`config.mk`:
```
export PLATFORM = sky130hd
export DESIGN_NAME = vl53l0x_init_sequencer
export DESIGN_NICKNAME = d
export VERILOG_FILES = /design/src/rtl/vl53l0x_init_sequencer.sv
export SDC_FILE = /design/constraint.sdc
export NUM_CORES = 1
export LEC_CHECK = 0
export CAP_MARGIN = 10
export CORE_UTILIZATION = 53
export DETAILED_ROUTE_END_ITERATION = 6
export PLACE_DENSITY = 0.84
export RECOVER_POWER = 25
export SLEW_MARGIN = 20
export SYNTH_ARGS = -nofsm -noshare
export SYNTH_HDL_FRONTEND = slang
export SYNTH_SLANG_ARGS = --single-unit
```
`constraint.sdc`:
```
create_clock -name clk -period 3.2 [get_ports clk]
set_input_delay 0.32 -clock clk [delete_from_list [all_inputs] [get_ports clk]]
set_output_delay 0.32 -clock clk [all_outputs]
set_load 0.01 [all_outputs]
```
`src/rtl/vl53l0x_init_sequencer.sv`:
```
// vl53l0x_init_sequencer
//   Walks a table of register writes held in an external synchronous ROM and
//   hands each one to a register-write stage. Failed writes are retried a
//   bounded number of times. The sequence ends in DONE when every entry has
//   been written, or in FAIL on the first entry that runs out of retries.
//
// Ports
//   clk            system clock, rising edge
//   reset          asynchronous, active-low reset
//   start          pulse; runs the sequence from entry 0 (ignored while busy)
//   abort          synchronous return to IDLE, wins over start
//   rom_addr       entry index presented to the ROM
//   rom_data       {reg_address, data}, valid one cycle after rom_addr
//   wr_start       one-cycle request to the write stage
//   wr_dev_address constant DEV_ADDRESS
//   wr_reg_address latched register address of the current entry
//   wr_data        latched data byte of the current entry
//   wr_done        write stage completed the write
//   wr_failure     write stage saw a missed ACK or its own timeout
//   busy           high in every state except IDLE, DONE and FAIL
//   init_done      high in DONE
//   init_error     high in FAIL
//   fail_index     entry that exhausted its retries
//   state_dbg      current FSM state encoding
//
// Handshake: wr_start is high for exactly one cycle (ISSUE). From the next
// cycle on, the sequencer waits in WAIT for a one-cycle wr_done or
// wr_failure; both inputs are ignored outside WAIT. A cycle with both high
// counts as a failure.
module vl53l0x_init_sequencer #(
  parameter logic [6:0] DEV_ADDRESS    = 7'h29,
  parameter int         NUM_ENTRIES    = 16,
  parameter int         MAX_RETRY      = 3,
  parameter int         TIMEOUT_CYCLES = 100000,
  parameter int         GAP_CYCLES     = 16
) (
  input  logic        clk,
  input  logic        reset,
  input  logic        start,
  input  logic        abort,
  output logic [7:0]  rom_addr,
  input  logic [15:0] rom_data,
  output logic        wr_start,
  output logic [6:0]  wr_dev_address,
  output logic [7:0]  wr_reg_address,
  output logic [7:0]  wr_data,
  input  logic        wr_done,
  input  logic        wr_failure,
  output logic        busy,
  output logic        init_done,
  output logic        init_error,
  output logic [7:0]  fail_index,
  output logic [2:0]  state_dbg
);

  localparam int RW = (MAX_RETRY > 0) ? $clog2(MAX_RETRY + 1) : 1;
  localparam int TW = (TIMEOUT_CYCLES > 1) ? $clog2(TIMEOUT_CYCLES + 1) : 1;
  localparam int GW = (GAP_CYCLES > 1) ? $clog2(GAP_CYCLES + 1) : 1;

  localparam logic [RW-1:0] RETRY_MAX = RW'(MAX_RETRY);
  localparam logic [TW-1:0] TMO_LAST  = TW'(TIMEOUT_CYCLES - 1);
  localparam logic [GW-1:0] GAP_LAST  = GW'(GAP_CYCLES - 1);
  localparam logic [7:0]    LAST_IDX  = 8'(NUM_ENTRIES);

  typedef enum logic [2:0] {
    S_IDLE  = 3'd0,
    S_FETCH = 3'd1,
    S_LATCH = 3'd2,
    S_ISSUE = 3'd3,
    S_WAIT  = 3'd4,
    S_GAP   = 3'd5,
    S_DONE  = 3'd6,
    S_FAIL  = 3'd7
  } state_t;

  state_t        state;
  logic [7:0]    index;
  logic [RW-1:0] retry;
  logic [TW-1:0] tmo_cnt;
  logic [GW-1:0] gap_cnt;

  assign wr_dev_address = DEV_ADDRESS;
  assign state_dbg      = state;

  always_ff @(posedge clk or negedge reset) begin
    if (!reset) begin
      state          <= S_IDLE;
      index          <= '0;
      retry          <= '0;
      tmo_cnt        <= '0;
      gap_cnt        <= '0;
      rom_addr       <= '0;
      wr_start       <= 1'b0;
      wr_reg_address <= '0;
      wr_data        <= '0;
      busy           <= 1'b0;
      init_done      <= 1'b0;
      init_error     <= 1'b0;
      fail_index     <= '0;
    end else if (abort) begin
      // Abandon whatever is in flight; an entry sitting in LATCH never
      // reaches ISSUE, so no write request leaves the block.
      state      <= S_IDLE;
      wr_start   <= 1'b0;
      busy       <= 1'b0;
      init_done  <= 1'b0;
      init_error <= 1'b0;
      tmo_cnt    <= '0;
      gap_cnt    <= '0;
    end else begin
      case (state)
        S_IDLE, S_DONE, S_FAIL: begin
          if (start) begin
            state      <= S_FETCH;
            index      <= '0;
            retry      <= '0;
            fail_index <= '0;
            rom_addr   <= '0;
            busy       <= 1'b1;
            init_done  <= 1'b0;
            init_error <= 1'b0;
          end
        end

        // rom_addr already holds index; the ROM answers during LATCH.
        S_FETCH: state <= S_LATCH;

        S_LATCH: begin
          wr_reg_address <= rom_data[15:8];
          wr_data        <= rom_data[7:0];
          wr_start       <= 1'b1;
          state          <= S_ISSUE;
        end

        S_ISSUE: begin
          wr_start <= 1'b0;
          tmo_cnt  <= '0;
          state    <= S_WAIT;
        end

        S_WAIT: begin
          // Failure is checked first so a simultaneous done does not mask it.
          if (wr_failure || (tmo_cnt == TMO_LAST)) begin
            if (retry < RETRY_MAX) begin
              retry   <= retry + RW'(1);
              gap_cnt <= '0;
              state   <= S_GAP;
            end else begin
              fail_index <= index;
              busy       <= 1'b0;
              init_error <= 1'b1;
              state      <= S_FAIL;
            end
          end else if (wr_done) begin
            index   <= index + 8'd1;
            retry   <= '0;
            gap_cnt <= '0;
            state   <= S_GAP;
          end else begin
            tmo_cnt <= tmo_cnt + TW'(1);
          end
        end

        S_GAP: begin
          if (gap_cnt == GAP_LAST) begin
            if (index == LAST_IDX) begin
              busy      <= 1'b0;
              init_done <= 1'b1;
              state     <= S_DONE;
            end else begin
              rom_addr <= index;
              state    <= S_FETCH;
            end
          end else begin
            gap_cnt <= gap_cnt + GW'(1);
          end
        end

        default: state <= S_IDLE;
      endcase
    end
  end

endmodule
```
Run 1, clock distribution:
Bar = 20 um.
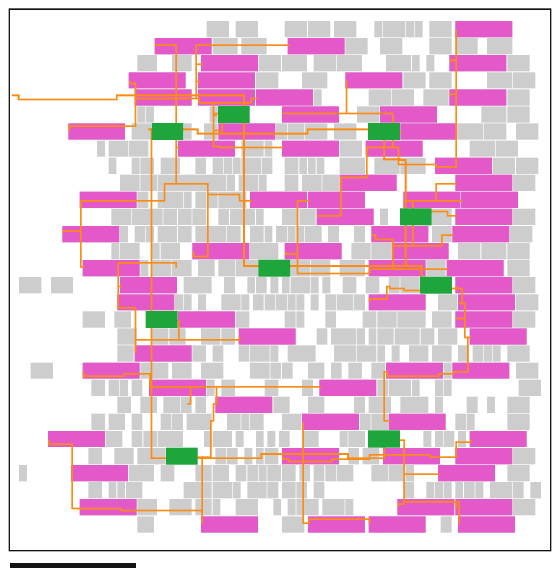
flip-flops -> magenta  # count 71
clock wires -> orange  # length 922 um
cells driving clock nets -> green  # count 9
routed clock nets = 10
flops lie = spread over the die

Run 1, pin placement:
Pins as bars across the die edge, other pins in grey.
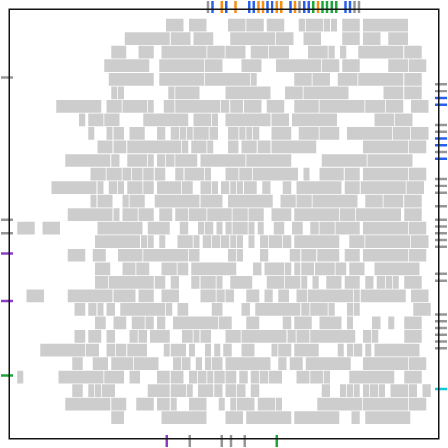
`reset` -> cyan  # pins 1, direction input, edge right
`wr_dev_address` -> green  # pins 7, direction output, edge 5 top, 1 bottom, 1 left
`wr_data` -> orange  # pins 8, direction output, edge top
`state_dbg` -> purple  # pins 3, direction output, edge 2 left, 1 bottom
`rom_data` -> blue  # pins 16, direction input, edge 11 top, 5 right
all pins by edge = 28 right, 28 top, 6 left, 6 bottom

==> results.cfg, run 1 <==
; yosys + openroad results
[synthesis]
yosys_warnings = 0
ys_sh_adder = 0.0201
edf_count = 0
most_common_cell = dfrtp_1
xor_area_frac = 0.0281
synth_area_sq_um = 3740
top_logic_kind = simple AND/OR/NAND/NOR gates
netlist.top_cell.by_area = dfrtp_1
yosysUniqueCellTypes = 63
synth_area_per_cell_sq_um = 9.87

[route]
first_iter_violations = 254
dr.pass1.iters = 4
drt-vias-per-instance = 5.87
drc = 0
drt_wl_total_um = 8420
wl_per_cell_um = 15.7

[global_route]
busiest_layer = met2
grt_pass1_wl_um = 14100
grt_max_degree = 72
grt_util_all_layers = 0.246

[pwr]
leakage_uw = 0.00188
p_int_uw = 1830
p_seq_uw = 1140
p_sw_frac = 0.312
finalPower_uw = 2660
power_clock_uw = 684
p_clk_frac = 0.257
cellPowerDensity_nw_per_um2 = 580
ir_drop_v = 0.000228

[clock_tree]
clock-root-buffer = clkbuf_8
clkSinkCount = 71
clkLatencyLatePin_ps = 350
cts_resized = 0
clkTransAtPathRegs_ps = 80
clock_path_buffers = 2
cts_hold_buffers = 0
postCtsSetupRepairBufs = 0
htreeDepth = 3

[timing]
rsz0062_at_grt = no
finalHoldViolCount = 0
fin_skew_ps = 10.1
setup_viol = 0
worst_slack_ps = 721
tightest_slew_ps = 1690
maxSlewViolCount = 72

[critical_path]
critPathKind = flip-flop to flip-flop
cp_common_cell = ha_1

[job]
warnings = 27
maxCapViolations = 1

[final_layout]
drive_gt1_frac = 0.125
seqCellArea_sq_um = 1780
final_common_cell = dfrtp_1
final_util = 0.675
regMostFlops = tmo_cnt
syn2layout_area_growth_pct = 22.6
dominant_cells = combinational gates
comb-cell-share = 0.396
logic_area_sq_um = 1820
seq_share = 0.388
fin_cells = 537

[placement]
pre_cts_slack_ps = 802
place_area_sq_um = 4410
place_congestion = 0.898

[run_status]
violations = capacitance limit, slew limit
status = finished with violations

[floorplanning]
die-area_sq_um = 7400
fp.dieH_um = 86
fp.dieW_um = 86
Run 1, sequential cells grouped by signal name:
Other sequential cells in the stronger grey, the rest of the logic in the fainter grey.
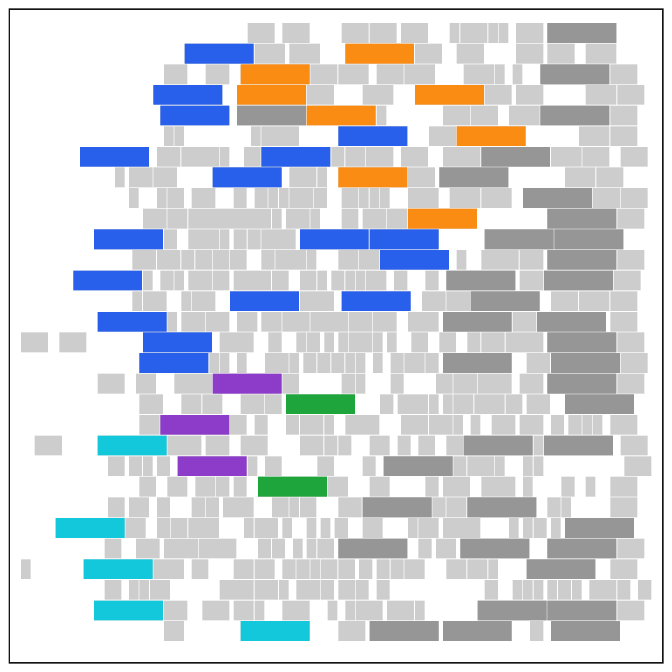
`tmo_cnt` -> blue  # flops 17
`wr_data` -> orange  # flops 8, where top centre
`state_dbg` -> purple  # flops 3
`gap_cnt` -> cyan  # flops 5, where lower left
`retry` -> green  # flops 2

-- run 1: worst paths after layout --
| path | from | cells after the start | to |
|---|---|---|---|
| setup / recovery | gap_cnt[0] | 7 | state_dbg[1] |
| hold / removal | rom_addr[2] | 2 | rom_addr[2] |
| setup reg to reg | gap_cnt[0] | 7 | state_dbg[1] |
| hold reg to reg | rom_addr[2] | 2 | rom_addr[2] |
| max in group asynchronous | reset | 2 | state_dbg[1] |
| min in group asynchronous | reset | 2 | rom_addr[6] |
-- run 1: routing by layer --
layer / vias up / part of all wire
li1: 1491 / -
met1: 1510 / 0.43
met4: 0 / 0.019
met5: - / 0
met2: 132 / 0.48
met3: 18 / 0.066
==> run 1 -> run 2 <==
==> constraint.sdc (replaced) <==
create_clock -name clk -period 2.45 [get_ports clk]
set_input_delay 0.245 -clock clk [delete_from_list [all_inputs] [get_ports clk]]
set_output_delay 0.245 -clock clk [all_outputs]
set_load 0.01 [all_outputs]
Run 2, sequential cells grouped by signal name:
Other sequential cells in the stronger grey, the rest of the logic in the fainter grey.
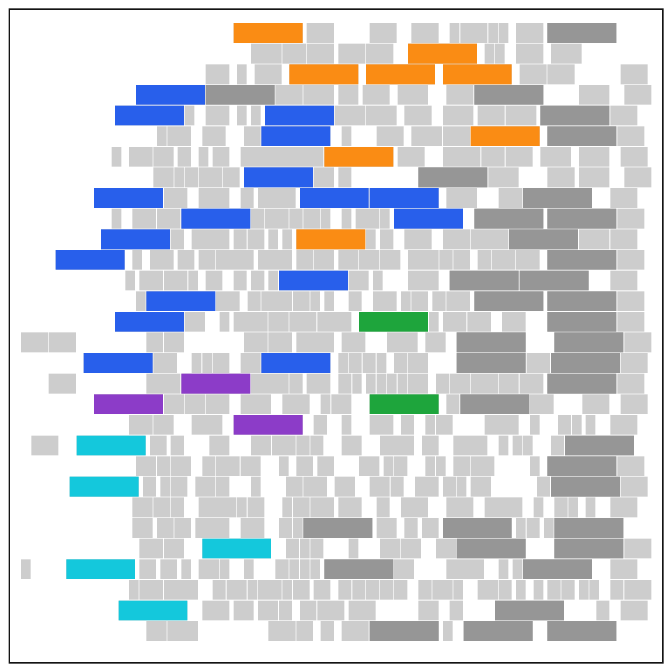
`gap_cnt` -> cyan  # flops 5, where lower left
`retry` -> green  # flops 2
`wr_data` -> orange  # flops 8, where top centre
`tmo_cnt` -> blue  # flops 17
`state_dbg` -> purple  # flops 3
not coloured = 36
register area: 1780 sq um
sequential share of cell area: 0.377
final core occ: 0.694

==> run 2 against run 1 <==
Against the previous run:
- the run still ends with capacitance limit, slew limit left
- register-to-register slack lost 600 ps
- sequential power rose by about 30%
- power increased by 35%
- clock skew barely moved
- sequential cell count unchanged
- area after synthesis is the same
- largest power group unchanged
==> results.cfg, run 2 <==
; yosys + openroad results
[synthesis]
xor_area_frac = 0.0281
yosysUniqueCellTypes = 63
ys_sh_adder = 0.0201
most_common_cell = dfrtp_1
yosys_warnings = 0
netlist.top_cell.by_area = dfrtp_1
yosysChipArea_sq_um = 3740
top_area_frac = 0.475
edf_count = 0
synth_area_sq_um = 3740
mux_share = 0.0599
ys_seq_elements = 71
syn-instance-count = 379
compound_area_frac = 0.172
top_logic_kind = simple AND/OR/NAND/NOR gates
synth_area_per_cell_sq_um = 9.87
simple_gate_area_frac = 0.198

[route]
dr.pass1.iters = 5
vias = 3273
drt-vias-per-instance = 5.92
drt_wl_total_um = 8980
antenna_left = 0
drc = 0
first_iter_violations = 227

[timing]
period_needed_ps = 2330
tightest_slew_ps = 1710
worst_slack_ps = 124
finalHoldViolCount = 0
setup_viol = 0
maxSlewViolCount = 72
slew_headroom = -0.142
timing.hold.ws_ps = 423
fin_skew_ps = 10.3
rsz0062_at_grt = no
tns_ps = 0

[placement]
pre_cts_slack_ps = 140
placedCellCount = 537
portBuffers = 60
place_congestion = 0.861
place_area_sq_um = 4520

[critical_path]
worstSetupEndpoint = index[2]
required_ps = 2690
critPathLaunch = tmo_cnt[6]
critPathKind = flip-flop to flip-flop
worstPathCellList = or4_4, or4_4, and3_4, and4_4, a211o_1
slowest_stage = or4_4
rr_worst_depth = 5
cp-end-kind = flip-flop
worstPathArrival_ps = 2560
path_delay_family = simple AND/OR/NAND/NOR gates
max_stage_delay_ps = 610
startpoint_type = flip-flop
cp.depth = 5
reg2reg_to = index[2]
regToRegStartpoint = tmo_cnt[6]
timing.reg2reg.setup_slack_ps = 120
cp_common_cell = or4_4

[floorplanning]
fp_util = 0.550
fp.dieH_um = 86
rows = 30
die-area_sq_um = 7400
fp.dieW_um = 86

[clock_tree]
clkTransAtPathRegs_ps = 80
clkLatencyLatePin_ps = 360
clock-root-buffer = clkbuf_8
clock_path_buffers = 2
postCtsSetupRepairBufs = 0
cts_hold_buffers = 0
cts_resized = 0
htreeDepth = 3
clkSinkCount = 71

[run_status]
violations = capacitance limit, slew limit
status = finished with violations

[pwr]
p_clk_frac = 0.263
seqPwrFrac = 0.415
leakage_uw = 0.00195
finalPower_uw = 3580
cellPowerDensity_nw_per_um2 = 760
p_seq_uw = 1480
p_sw_frac = 0.317
p_int_uw = 2440
power_clock_uw = 941
comb_power_uw = 1150
ir_drop_v = 0.000284
top_power_group = sequential cells

[global_route]
grt_max_degree = 72
grt-ovfl-total = 0
grt_pass1_wl_um = 14700
antenna_found_initial = 0

[job]
maxCapViolations = 1
warnings = 27

[final_layout]
final.fill_count = 515
syn2layout_area_growth_pct = 26.0
largest_reg_flops = 17
dominant_cells = combinational gates
regMostFlops = tmo_cnt
fin_cells = 553
antennaDiodeCount = 0
lay_top_cells = dfrtp_1 (71), clkdlybuf4s50_1 (59), nand2_1 (43), nor2_1 (25)
logic_area_sq_um = 1820
comb-cell-share = 0.386
multi_input_comb_cells = 277
drive_gt1_frac = 0.160
fin_area_sq_um = 4710
final_common_cell = dfrtp_1

[hold_path]
hold_class = input port to async pin
Run 2, track usage over the die:
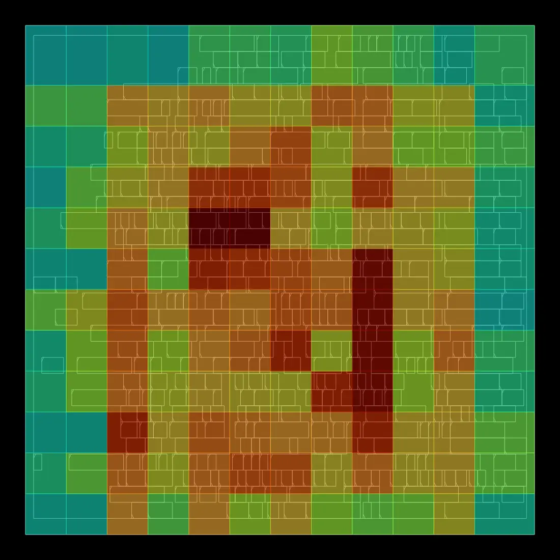
Total GRT Usage: 0.256
wire length per cell: 16.2 um
met1 usage: 0.334
met3 usage in global routing: 0.0510
most used routing layer: met2

==> run 2: cell types whose count changed in the layout (fill, tap and decap cells not counted), sizes merged <==
| cell | previous run | this run |
|---|---|---|
| buf | 8 | 22 |
| clkinvlp | 0 | 2 |
| clkbuf | 11 | 10 |
| inv | 11 | 12 |
==> run 2: per-layer routing <==
metal,up-vias,track usage,part of all wire
met1,1588,0.334,0.43
met5,-,0,0
met4,0,0.109,0.024
li1,1527,-,-
met3,22,0.0510,0.055
met2,136,0.416,0.49
==> run 2: worst reg2reg max path, cell delays in order, from the launching register on <==
cell and delay (ps):
dfrtp_1 420, or4_4 560, or4_4 610, and3_4 230, and4_4 180, a211o_1 210
==> run 2 -> run 3 <==
--- a/config.mk
+++ b/config.mk
@@ -6,9 +6,10 @@
 export NUM_CORES = 1
 export LEC_CHECK = 0
 export CAP_MARGIN = 10
-export CORE_UTILIZATION = 53
+export CORE_MARGIN = 10
+export CORE_UTILIZATION = 57
 export DETAILED_ROUTE_END_ITERATION = 6
-export PLACE_DENSITY = 0.84
+export PLACE_DENSITY = 0.89
 export RECOVER_POWER = 25
 export SLEW_MARGIN = 20
 export SYNTH_ARGS = -nofsm -noshare
==> constraint.sdc (replaced) <==
create_clock -name clk -period 2.7 [get_ports clk]
set_input_delay 0.27 -clock clk [delete_from_list [all_inputs] [get_ports clk]]
set_output_delay 0.27 -clock clk [all_outputs]
set_load 0.01 [all_outputs]
Run 3, pin placement:
Pins as bars across the die edge, other pins in grey.
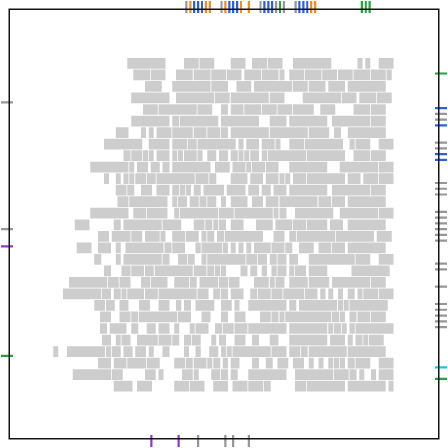
`wr_dev_address` -> green  # pins 7, direction output, edge 4 top, 2 right, 1 left
`wr_data` -> orange  # pins 8, direction output, edge top
`state_dbg` -> purple  # pins 3, direction output, edge 2 bottom, 1 left
`rom_data` -> blue  # pins 16, direction input, edge 12 top, 4 right
`reset` -> cyan  # pins 1, direction input, edge right
Die X: 101 um
I/O Buffers: 60
Die Ht: 101 um

==> run 3 against run 2 <==
Against the previous run:
- the run now ends clean
- register-to-register slack improved by 98 ps
- die area grew 38%
- power is 5.9% lower
- global-route usage decreased by 6.4 points
- final area fell by 0.88%
- sequential cell count unchanged
- clock skew decreased by 3.4 ps
- largest cell class unchanged
==> results.cfg, run 3 <==
; yosys + openroad results
[critical_path]
worstSetupEndpoint = state_dbg[0]
critPathKind = flip-flop to flip-flop
max_stage_delay_ps = 440
cp_common_cell = ha_1
cp.depth = 7
path_delay_family = simple AND/OR/NAND/NOR gates
cp-end-kind = flip-flop
rr_worst_depth = 7
reg2reg_to = state_dbg[0]
startpoint_type = flip-flop
worstPathCellList = ha_1, and3_1, ha_1, nor3b_1, a221oi_1, o21ai_1, mux2_2

[synthesis]
mux_share = 0.0599
top_logic_kind = simple AND/OR/NAND/NOR gates
compound_area_frac = 0.172
xor_area_frac = 0.0281
synth_area_per_cell_sq_um = 9.87
syn-instance-count = 379
simple_gate_area_frac = 0.198
top_area_frac = 0.475
edf_count = 0
yosys_warnings = 0
synth_area_sq_um = 3740
most_common_cell = dfrtp_1
yosysUniqueCellTypes = 63
netlist.top_cell.by_area = dfrtp_1

[clock_tree]
htreeDepth = 3
cts_resized = 0
clock-root-buffer = clkbuf_8
postCtsSetupRepairBufs = 0
clkSinkCount = 71
clkLatencyLatePin_ps = 350
clock_path_buffers = 2

[pwr]
p_sw_frac = 0.310
power_clock_uw = 981
finalPower_uw = 3370
top_power_group = sequential cells
seqPwrFrac = 0.398
leakage_uw = 0.00194

[timing]
period_needed_ps = 2480
fin_skew_ps = 6.92
maxSlewViolCount = 0
worst_slack_ps = 222
tns_ps = 0
rsz0062_at_grt = no

[placement]
place_congestion = 0.946
place_area_sq_um = 4440
pre_cts_slack_ps = 270
placedCellCount = 511

[route]
wl_met2_um = 4850
wl_met1_um = 3960
drt-vias-per-instance = 6.32
vias = 3337
antenna_left = 0
top_layer = met4
drc = 0
drt_wl_total_um = 9780
first_iter_violations = 334
dr_wl_met3_um = 746

[global_route]
grt_pass1_wl_um = 15900
grt_max_degree = 28
use_met3 = 0.0446
grt_util_all_layers = 0.192
busiest_layer = met2
grt-ovfl-total = 0
grt_util_met2 = 0.314
antenna_found_initial = 0

[final_layout]
regMostFlops = tmo_cnt
largest_reg_flops = 17
final_util = 0.736
lay_top_cells = dfrtp_1 (71), clkdlybuf4s50_1 (59), nand2_1 (43), nor2_1 (25), o21ai_0 (21)
fin_area_sq_um = 4670
antennaDiodeCount = 0
syn2layout_area_growth_pct = 24.9

[floorplanning]
die-area_sq_um = 10200
fp_util = 0.589

[hold_path]
hold_class = flip-flop to flip-flop
worstHoldEndpoint = rom_addr[4]
min_from = rom_addr[4]

[run_status]
status = finished clean
Run 3, sequential cells grouped by signal name:
Other sequential cells in the stronger grey, the rest of the logic in the fainter grey.
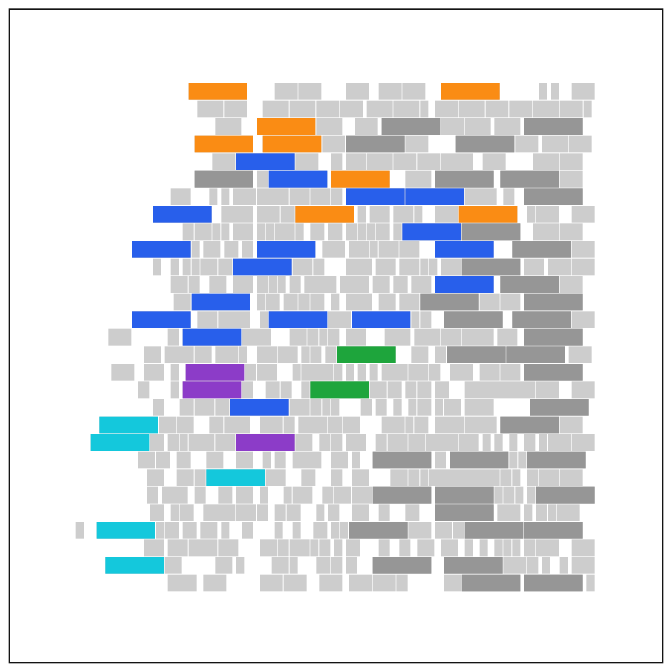
`tmo_cnt` -> blue  # flops 17
`gap_cnt` -> cyan  # flops 5, where lower left
`state_dbg` -> purple  # flops 3
`retry` -> green  # flops 2
`wr_data` -> orange  # flops 8, where top centre
not coloured = 36
sequential share of cell area: 0.380
sequential power: 1340 uW

==> run 3: final cells by class <==
type / count / area, sq um
clock buffer: 10 / 138
sequential: 71 / 1780
multi-input combinational: 277 / 1820
timing repair buffer: 76 / 712
tap: 77 / 96.3
clock inverter: 6 / 91.3
fill: 432 / 1680
inverter: 11 / 41.3
==> run 3: cells by family after synthesis <==
family                     Yosys count
other                                2
xor gates and xnor gates            12
muxes                               20
buffers and inverters               36
and+or+nand+nor                    137
AOI/OAI and AO/OA                   95
adders and majority gates            6
DFF                                 71
==> run 3: worst min-delay path: stages (launching register included) <==
cell	delay, ps
dfrtp_1	350
nand2_1	40
o21ai_0	60

==> layout pictures side by side <==
Metal 4.
picture 1
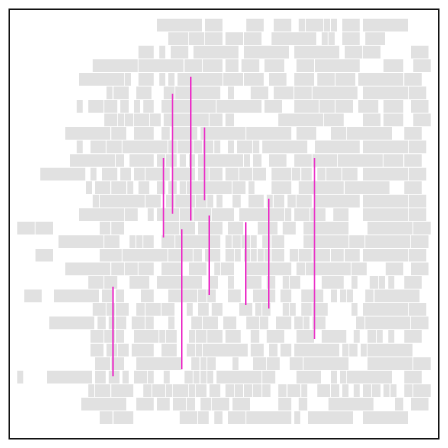
picture 2
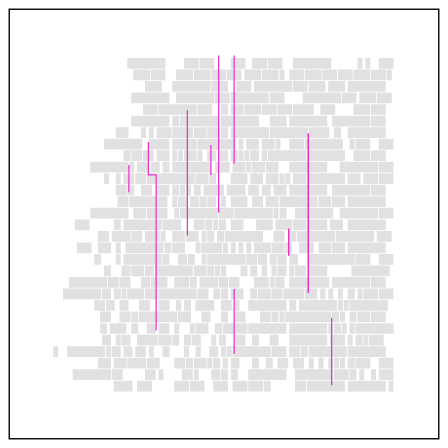
run 2 -> picture 1
run 3 -> picture 2

Key to picture 2:
main direction = vertical
wire length on this layer = 224 um

No activity file was given, so power comes from the tool's default toggle rates.
